--- config.mk ---
export PLATFORM = sky130hd
export DESIGN_NAME = seg_scan_driver_flat
export DESIGN_NICKNAME = d
export VERILOG_FILES = /design/src/rtl/seg_scan_driver_if.sv /design/src/rtl/seg_scan_driver.sv /design/src/flat_wrapper.sv
export SDC_FILE = /design/constraint.sdc
export NUM_CORES = 1
export LEC_CHECK = 0
export CAP_MARGIN = 15
export CORE_MARGIN = 2
export CORE_UTILIZATION = 46
export CTS_BUF_LIST = sky130_fd_sc_hd__clkbuf_16
export DETAILED_ROUTE_END_ITERATION = 7
export PLACE_DENSITY = 0.8
export SLEW_MARGIN = 20
export SYNTH_ARGS = -nofsm -noshare
export SYNTH_HDL_FRONTEND = slang
export SYNTH_SLANG_ARGS = --single-unit
--- constraint.sdc ---
create_clock -name clk_i -period 2.45 [get_ports clk_i]
set_clock_uncertainty 0.2 [all_clocks]
set_input_delay 0.49 -clock clk_i [delete_from_list [all_inputs] [get_ports clk_i]]
set_output_delay 0.49 -clock clk_i [all_outputs]
set_load 0.05 [all_outputs]
--- src/rtl/seg_scan_driver_if.sv ---
`default_nettype none
// ============================================================================
// Module   : seg_scan_driver_if
// Brief    : Digit load handshake and display pin bundle for seg_scan_driver.
// Revision : 1.0  initial release
// ============================================================================
interface seg_scan_driver_if #(
    parameter int NUM_DIGITS = 8
);
    logic [4*NUM_DIGITS-1:0] digits_i;
    logic [NUM_DIGITS-1:0]   dots_i;
    logic [NUM_DIGITS-1:0]   blank_i;
    logic                    update_i;
    logic                    update_ack_o;
    logic                    frame_o;
    logic [7:0]              segments_cathode_o;
    logic [NUM_DIGITS-1:0]   segments_anode_o;

    // Producer of digit values (the calculator core)
    modport master (
        output digits_i,
        output dots_i,
        output blank_i,
        output update_i,
        input  update_ack_o,
        input  frame_o,
        input  segments_cathode_o,
        input  segments_anode_o
    );

    // The scan driver itself
    modport slave (
        input  digits_i,
        input  dots_i,
        input  blank_i,
        input  update_i,
        output update_ack_o,
        output frame_o,
        output segments_cathode_o,
        output segments_anode_o
    );
endinterface
`default_nettype wire

--- src/rtl/seg_scan_driver.sv ---
`default_nettype none
// ============================================================================
// Module   : seg_scan_driver
// Brief    : Multiplexed common-anode 7-segment scanner with frame-aligned
//            shadow load and inter-digit dead time (active-low pins).
// Revision : 1.0  initial release
// ============================================================================
module seg_scan_driver #(
    parameter int NUM_DIGITS   = 8,
    parameter int DIGIT_CYCLES = 4,
    parameter int DEAD_CYCLES  = 1
) (
    input  logic                 clk_i,
    input  logic                 rst_ni,
    seg_scan_driver_if.slave     bus
);

    localparam int IDX_W   = (NUM_DIGITS > 1) ? $clog2(NUM_DIGITS) : 1;
    localparam int CNT_MAX = (DIGIT_CYCLES > DEAD_CYCLES) ? DIGIT_CYCLES : DEAD_CYCLES;
    localparam int CNT_W   = (CNT_MAX > 1) ? $clog2(CNT_MAX) : 1;

    localparam logic [0:0]       c_ST_DARK    = 1'b0;
    localparam logic [0:0]       c_ST_ON      = 1'b1;
    localparam logic [CNT_W-1:0] c_DIGIT_LAST = CNT_W'(DIGIT_CYCLES - 1);
    localparam logic [CNT_W-1:0] c_DEAD_LAST  = CNT_W'((DEAD_CYCLES > 0) ? DEAD_CYCLES - 1 : 0);
    localparam logic [IDX_W-1:0] c_IDX_LAST   = IDX_W'(NUM_DIGITS - 1);
    localparam bit               c_NO_DEAD    = (DEAD_CYCLES == 0);

    logic [0:0]              r_state;
    logic [IDX_W-1:0]        r_idx;
    logic [CNT_W-1:0]        r_cnt;
    logic                    r_pending;
    logic [4*NUM_DIGITS-1:0] r_sh_digits;
    logic [NUM_DIGITS-1:0]   r_sh_dots;
    logic [NUM_DIGITS-1:0]   r_sh_blank;
    logic [NUM_DIGITS-1:0]   r_anode;
    logic [7:0]              r_cathode;
    logic                    r_ack;
    logic                    r_frame;

    logic                    w_last_on;
    logic                    w_boundary;
    logic                    w_load;
    logic                    w_dark_done;
    logic                    w_lit;
    logic [3:0]              w_nibble;
    logic [7:0]              w_glyph;
    logic [7:0]              w_cathode;
    logic [NUM_DIGITS-1:0]   w_onehot;

    assign w_last_on   = (r_state == c_ST_ON) && (r_cnt == c_DIGIT_LAST);
    assign w_boundary  = w_last_on && (r_idx == c_IDX_LAST);
    // A request raised in the boundary cycle itself still makes this frame's load
    assign w_load      = w_boundary && (r_pending || bus.update_i);
    assign w_dark_done = c_NO_DEAD || (r_cnt == c_DEAD_LAST);

    assign w_lit    = (r_state == c_ST_ON) && !r_sh_blank[r_idx];
    assign w_nibble = r_sh_digits[{r_idx, 2'b00} +: 4];
    assign w_onehot = NUM_DIGITS'(1) << r_idx;

    always_comb begin
        w_glyph = 8'hFF;
        case (w_nibble)
            4'h0: w_glyph = 8'hC0;
            4'h1: w_glyph = 8'hF9;
            4'h2: w_glyph = 8'hA4;
            4'h3: w_glyph = 8'hB0;
            4'h4: w_glyph = 8'h99;
            4'h5: w_glyph = 8'h92;
            4'h6: w_glyph = 8'h82;
            4'h7: w_glyph = 8'hF8;
            4'h8: w_glyph = 8'h80;
            4'h9: w_glyph = 8'h90;
            4'hA: w_glyph = 8'h88;
            4'hB: w_glyph = 8'h83;
            4'hC: w_glyph = 8'hC6;
            4'hD: w_glyph = 8'hA1;
            4'hE: w_glyph = 8'h86;
            4'hF: w_glyph = 8'h8E;
            default: w_glyph = 8'hFF;
        endcase
    end

    assign w_cathode = {w_glyph[7] & ~r_sh_dots[r_idx], w_glyph[6:0]};

    // Scan sequencer: DARK for DEAD_CYCLES, then ON for DIGIT_CYCLES, per digit
    always_ff @(posedge clk_i or negedge rst_ni) begin
        if (!rst_ni) begin
            r_state <= c_ST_DARK;
            r_idx   <= '0;
            r_cnt   <= '0;
        end else begin
            case (r_state)
                c_ST_DARK: begin
                    if (w_dark_done) begin
                        r_state <= c_ST_ON;
                        r_cnt   <= '0;
                    end else begin
                        r_cnt   <= r_cnt + 1'b1;
                    end
                end
                c_ST_ON: begin
                    if (w_last_on) begin
                        r_cnt   <= '0;
                        r_idx   <= (r_idx == c_IDX_LAST) ? '0 : r_idx + 1'b1;
                        r_state <= c_NO_DEAD ? c_ST_ON : c_ST_DARK;
                    end else begin
                        r_cnt   <= r_cnt + 1'b1;
                    end
                end
                default: begin
                    r_state <= c_ST_DARK;
                    r_cnt   <= '0;
                end
            endcase
        end
    end

    // Load request bookkeeping and frame-aligned shadow capture
    always_ff @(posedge clk_i or negedge rst_ni) begin
        if (!rst_ni) begin
            r_pending   <= 1'b0;
            r_sh_digits <= '0;
            r_sh_dots   <= '0;
            r_sh_blank  <= '1;
            r_ack       <= 1'b0;
            r_frame     <= 1'b0;
        end else begin
            r_ack   <= w_load;
            r_frame <= w_boundary;
            if (w_load) begin
                r_pending   <= 1'b0;
                r_sh_digits <= bus.digits_i;
                r_sh_dots   <= bus.dots_i;
                r_sh_blank  <= bus.blank_i;
            end else if (bus.update_i) begin
                r_pending   <= 1'b1;
            end
        end
    end

    // Pins follow the scan state one cycle late; all-off unless a lit digit
    always_ff @(posedge clk_i or negedge rst_ni) begin
        if (!rst_ni) begin
            r_anode   <= '1;
            r_cathode <= 8'hFF;
        end else if (w_lit) begin
            r_anode   <= ~w_onehot;
            r_cathode <= w_cathode;
        end else begin
            r_anode   <= '1;
            r_cathode <= 8'hFF;
        end
    end

    assign bus.segments_anode_o   = r_anode;
    assign bus.segments_cathode_o = r_cathode;
    assign bus.update_ack_o       = r_ack;
    assign bus.frame_o            = r_frame;

endmodule
`default_nettype wire

--- src/flat_wrapper.sv ---
// flat-port wrapper written by rule: the top's interface ports become plain ports
module seg_scan_driver_flat 
#(
    parameter int NUM_DIGITS   = 8,
    parameter int DIGIT_CYCLES = 4,
    parameter int DEAD_CYCLES  = 1
)
  (clk_i, rst_ni, bus_digits_i, bus_dots_i, bus_blank_i, bus_update_i, bus_update_ack_o, bus_frame_o, bus_segments_cathode_o, bus_segments_anode_o);
  seg_scan_driver_if #(.NUM_DIGITS(NUM_DIGITS)) bus_i ();
  input  logic clk_i;
  input  logic rst_ni;
  input wire logic [$bits(bus_i.digits_i)-1:0] bus_digits_i;
  input wire logic [$bits(bus_i.dots_i)-1:0] bus_dots_i;
  input wire logic [$bits(bus_i.blank_i)-1:0] bus_blank_i;
  input wire logic [$bits(bus_i.update_i)-1:0] bus_update_i;
  output wire logic [$bits(bus_i.update_ack_o)-1:0] bus_update_ack_o;
  output wire logic [$bits(bus_i.frame_o)-1:0] bus_frame_o;
  output wire logic [$bits(bus_i.segments_cathode_o)-1:0] bus_segments_cathode_o;
  output wire logic [$bits(bus_i.segments_anode_o)-1:0] bus_segments_anode_o;
  assign bus_i.digits_i = bus_digits_i;
  assign bus_i.dots_i = bus_dots_i;
  assign bus_i.blank_i = bus_blank_i;
  assign bus_i.update_i = bus_update_i;
  assign bus_update_ack_o = bus_i.update_ack_o;
  assign bus_frame_o = bus_i.frame_o;
  assign bus_segments_cathode_o = bus_i.segments_cathode_o;
  assign bus_segments_anode_o = bus_i.segments_anode_o;
  seg_scan_driver #(.NUM_DIGITS(NUM_DIGITS), .DIGIT_CYCLES(DIGIT_CYCLES), .DEAD_CYCLES(DEAD_CYCLES)) u_core (.clk_i(clk_i), .rst_ni(rst_ni), .bus(bus_i));
endmodule
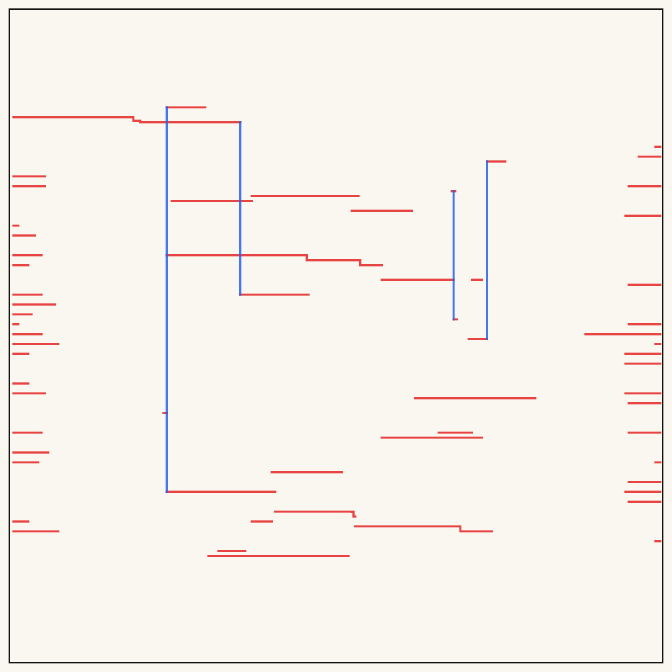
(routed metal, one colour a layer)
Only two layers are drawn.
met4: drawn in blue, wire length 119 microns. met3: drawn in red, wire length 387 microns.

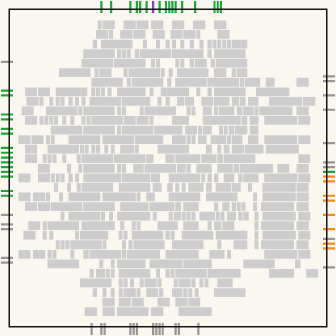
(pin map)
Pins as bars across the die edge, other pins in grey.
`bus_update_ack_o`: drawn in purple, pins 1, direction output, edge north. `bus_digits_i`: drawn in green, pins 32, direction input, edge 16 north, 15 west, 1 east. `bus_segments_anode_o`: drawn in orange, pins 8, direction output, edge east.

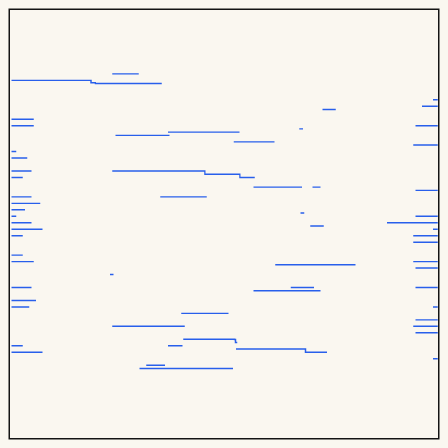
(signal wires on met3)
The wires run mostly horizontal. The layer carries 387 microns of wire. 52 nets have wire on it.

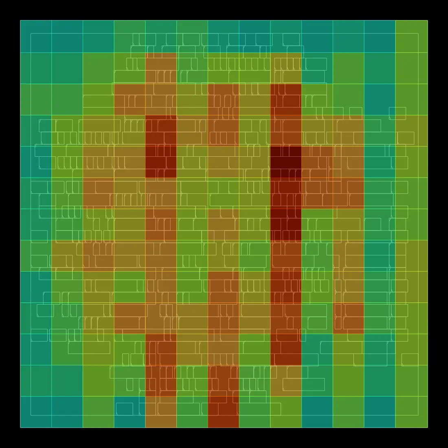
(routing congestion)
global route hottest layer: met2
final core utilization: 63.2%
met3 Track Usage GR: 3.86%
wire length per cell: 13.6 microns
Tot GR Track Use: 18.5%

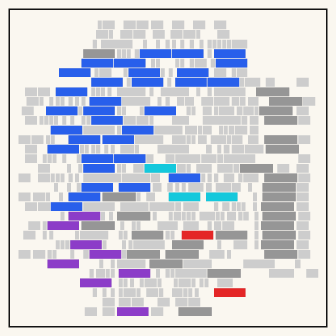
(register map, names as in the netlist)
`u_core.r_idx`: drawn in cyan, sequential cells 3. `u_core.r_sh_digits`: drawn in blue, sequential cells 32. `u_core.r_cnt`: drawn in red, sequential cells 2. `u_core.r_sh_dots`: drawn in purple, sequential cells 8, where south-west.
Another 28 sequential cells are not coloured.

==> results_dict.tcl <==
# flow metrics
set metrics [dict create \
    largest_net_degree_at_the_start_of_global_routing 74 \
    cts_buffers 9 \
    layout.nets 482 \
    ios 69 \
    crit_type "reg -> reg" \
    finalWirelength_microns 7080 \
    cell_family_with_the_largest_share_of_critical_path_delay "simple AND/OR/NAND/NOR gates" \
    clk_transition_reported_paths_ns 0.06 \
    critical_path_arrival_ns 2.41 \
    fp_util_pct 47.1 \
    ys_seq_share_pct 54.7 \
    regToRegStartpoint "u_core.r_idx[0]" \
    post_synth_and_or_nand_nor_area_fraction_pct 21.8 \
    synthAdderAreaFrac_pct 5.53 \
    yosysCellCount 343 \
    result_of_the_run "completed" \
    type_of_destination_of_the_critical_path "flip-flop" \
    synthArstFlopShare_pct 100 \
    logic_family "simple AND/OR/NAND/NOR gates" \
    num_vias 2557 \
    max_slew.worst_pin.slew_ns 0.634 \
    floorplan.rows 31 \
    top_cells_by_count "sky130_fd_sc_hd__nand2_1 (167), sky130_fd_sc_hd__dfrtp_1 (49), sky130_fd_sc_hd__dfstp_2 (24), sky130_fd_sc_hd__ha_1 (15)" \
    topCellsByArea "sky130_fd_sc_hd__dfrtp_1 (36%), sky130_fd_sc_hd__dfstp_2 (19%), sky130_fd_sc_hd__nand2_1 (18%)" \
    num_antenna_cells 0 \
    setup-violations-final 0 \
    max_slew_margin_pct 57.5 \
    combGateArea_sq_um 1430 \
    cells_along_the_critical_path "buf_12, mux4_2, nand2_1, and2_2, inv_2, ha_1, nor3_1, o31ai_2" \
    final_antenna_violating_net_count 0 \
    ys_sh_xor_pct 0 \
    cts.root.buffer_cell "sky130_fd_sc_hd__clkbuf_16" \
    top_cell_area_share_pct 36.1 \
    min_to "u_core.r_sh_blank[5]" \
    worst-endpoint-required_ns 2.49 \
    achievable-frequency_ghz 0.422 \
    final_cells 520 \
    layout.filler_cells 586 \
    clkSinkCount 73 \
    hold_slack_ns 0.259 \
    vdd_drop_max_v 0.000370 \
    synth.cellmix.compoundShare_pct 4.35 \
    slowest_cell_on_the_critical_path "sky130_fd_sc_hd__mux4_2" \
    avg_vias_per_cell 4.92 \
    dr.pass1.iters 5 \
    cts_max_level 3 \
    drt-initial-drc-count 138 \
    drive_gt1_share_pct 16.9 \
    synthDistinctLibCells 32 \
    dp_worst_setup_slack_ns 0.0551 \
    cp.buffers_inverters 2 \
    gpl.final_weighted_congestion 0.799 \
    port-buffer-count 68 \
    hold_sp "u_core.r_sh_blank[5]" \
    cpPeakStageDelay_ns 0.50 \
    synthesized_flop_and_latch_total 73 \
    critPathLaunchType "flip-flop" \
    grt_first_pass_wirelength_microns 11800 \
    dp.cells 503 \
    number_of_antenna_violations_at_the_first_check_in_global_routing 0 \
    clockBufferDepth 2 \
    cells_on_worst_hold_path 2 \
    post_synth.cell_area_avg_sq_um 9.90 \
    maximum_fanout_along_the_worst_path 11 \
    final_period_minus_worst_setup_slack_ns 2.37 \
    yosys.cell_count.top_type "sky130_fd_sc_hd__nand2_1" \
    enable_flop_cells 0 \
    post-route-period-util_pct 96.7 \
    hold_viol_final 0 \
    die-width_microns 89.9 \
    clock_latency_ns 0.33 \
]
## report_power, final
group          switching [W]  internal, W
clock network       0.000497     0.000890
logic               0.000137     0.000144
registers          0.0000248      0.00127
total               0.000659      0.00230
## repair_timing
item | CTS | global route
hold buffers | 1 | 0
setup buffers | 0 | 0
resized | 0 | 2
hold endpoints to repair | 15 | 0
endpoints found under the setup margin | 0 | 2
## worst reg2reg max path, stage by stage (launching register included)
cell and delay (ns):
sky130_fd_sc_hd__dfrtp_1 0.39, sky130_fd_sc_hd__buf_12 0.16, sky130_fd_sc_hd__mux4_2 0.51, sky130_fd_sc_hd__nand2_1 0.07, sky130_fd_sc_hd__and2_2 0.19, sky130_fd_sc_hd__inv_2 0.08, sky130_fd_sc_hd__ha_1 0.24, sky130_fd_sc_hd__nor3_1 0.33
sky130_fd_sc_hd__o31ai_2 0.11
## per-layer routing
metal / track usage [%] / share of wire (%) / up-vias
met5: 0 / 0 / -
li1: - / - / 1254
met4: 7.44 / 1.7 / 0
met1: 24.0 / 43 / 1215
met3: 3.86 / 5.5 / 11
met2: 30.4 / 50 / 77
## worst max-delay path by stage
stage	from	endpoint	slack, ns	cells after the start
final	u_core.r_idx[0]	u_core.bus.segments_cathode_o[0]	0.08	8
after global routing	u_core.r_idx[0]	u_core.bus.segments_cathode_o[3]	0.001	9
after CTS	u_core.r_idx[0]	u_core.bus.segments_cathode_o[0]	0.03	8
after detailed placement	u_core.r_idx[0]	u_core.bus.segments_cathode_o[0]	0.06	8
after global placement	u_core.r_idx[0]	u_core.bus.segments_cathode_o[3]	0.18	9
after floorplan	u_core.r_idx[0]	u_core.bus.segments_cathode_o[3]	0.09	10
## area by class of cell
cell class | instances | share of cell area (%)
multi-input cells | 244 | 31.4
repair buffers | 78 | 17.3
well taps | 99 | 2.72
inverters | 10 | 0.823
clock buffers | 9 | 4.94
flip-flops and latches | 73 | 40.7
clock inverters | 7 | 2.08
## state kept, by name, summed over array words and instances, names as in the netlist
signal,count
u_core.r_sh_digits,32
u_core.r_sh_blank,8
u_core.r_pending,1
u_core.bus.update_ack_o,1
u_core.r_idx,3
u_core.bus.frame_o,1
u_core.r_state,1
u_core.r_cnt,2
u_core.bus.segments_cathode_o,8
u_core.r_sh_dots,8
u_core.bus.segments_anode_o,8
## metrics by stage
stage               instance area, sq um  util, %  power, W
floorplan                           3400        -   0.00144
global placement                    4230     58.6   0.00159
detailed placement                  4230     58.6   0.00159
CTS                                 4560     63.2   0.00299
global route                        4560     63.2   0.00306
finish                              4560     63.2   0.00296
## kinds of logic after synthesis
logic type,count (synthesis)
compound gates,19
fa+ha+maj,15
buf+inv,26
flops,73
mux,21
simple gates,189
Power and IR drop assume default switching activity.
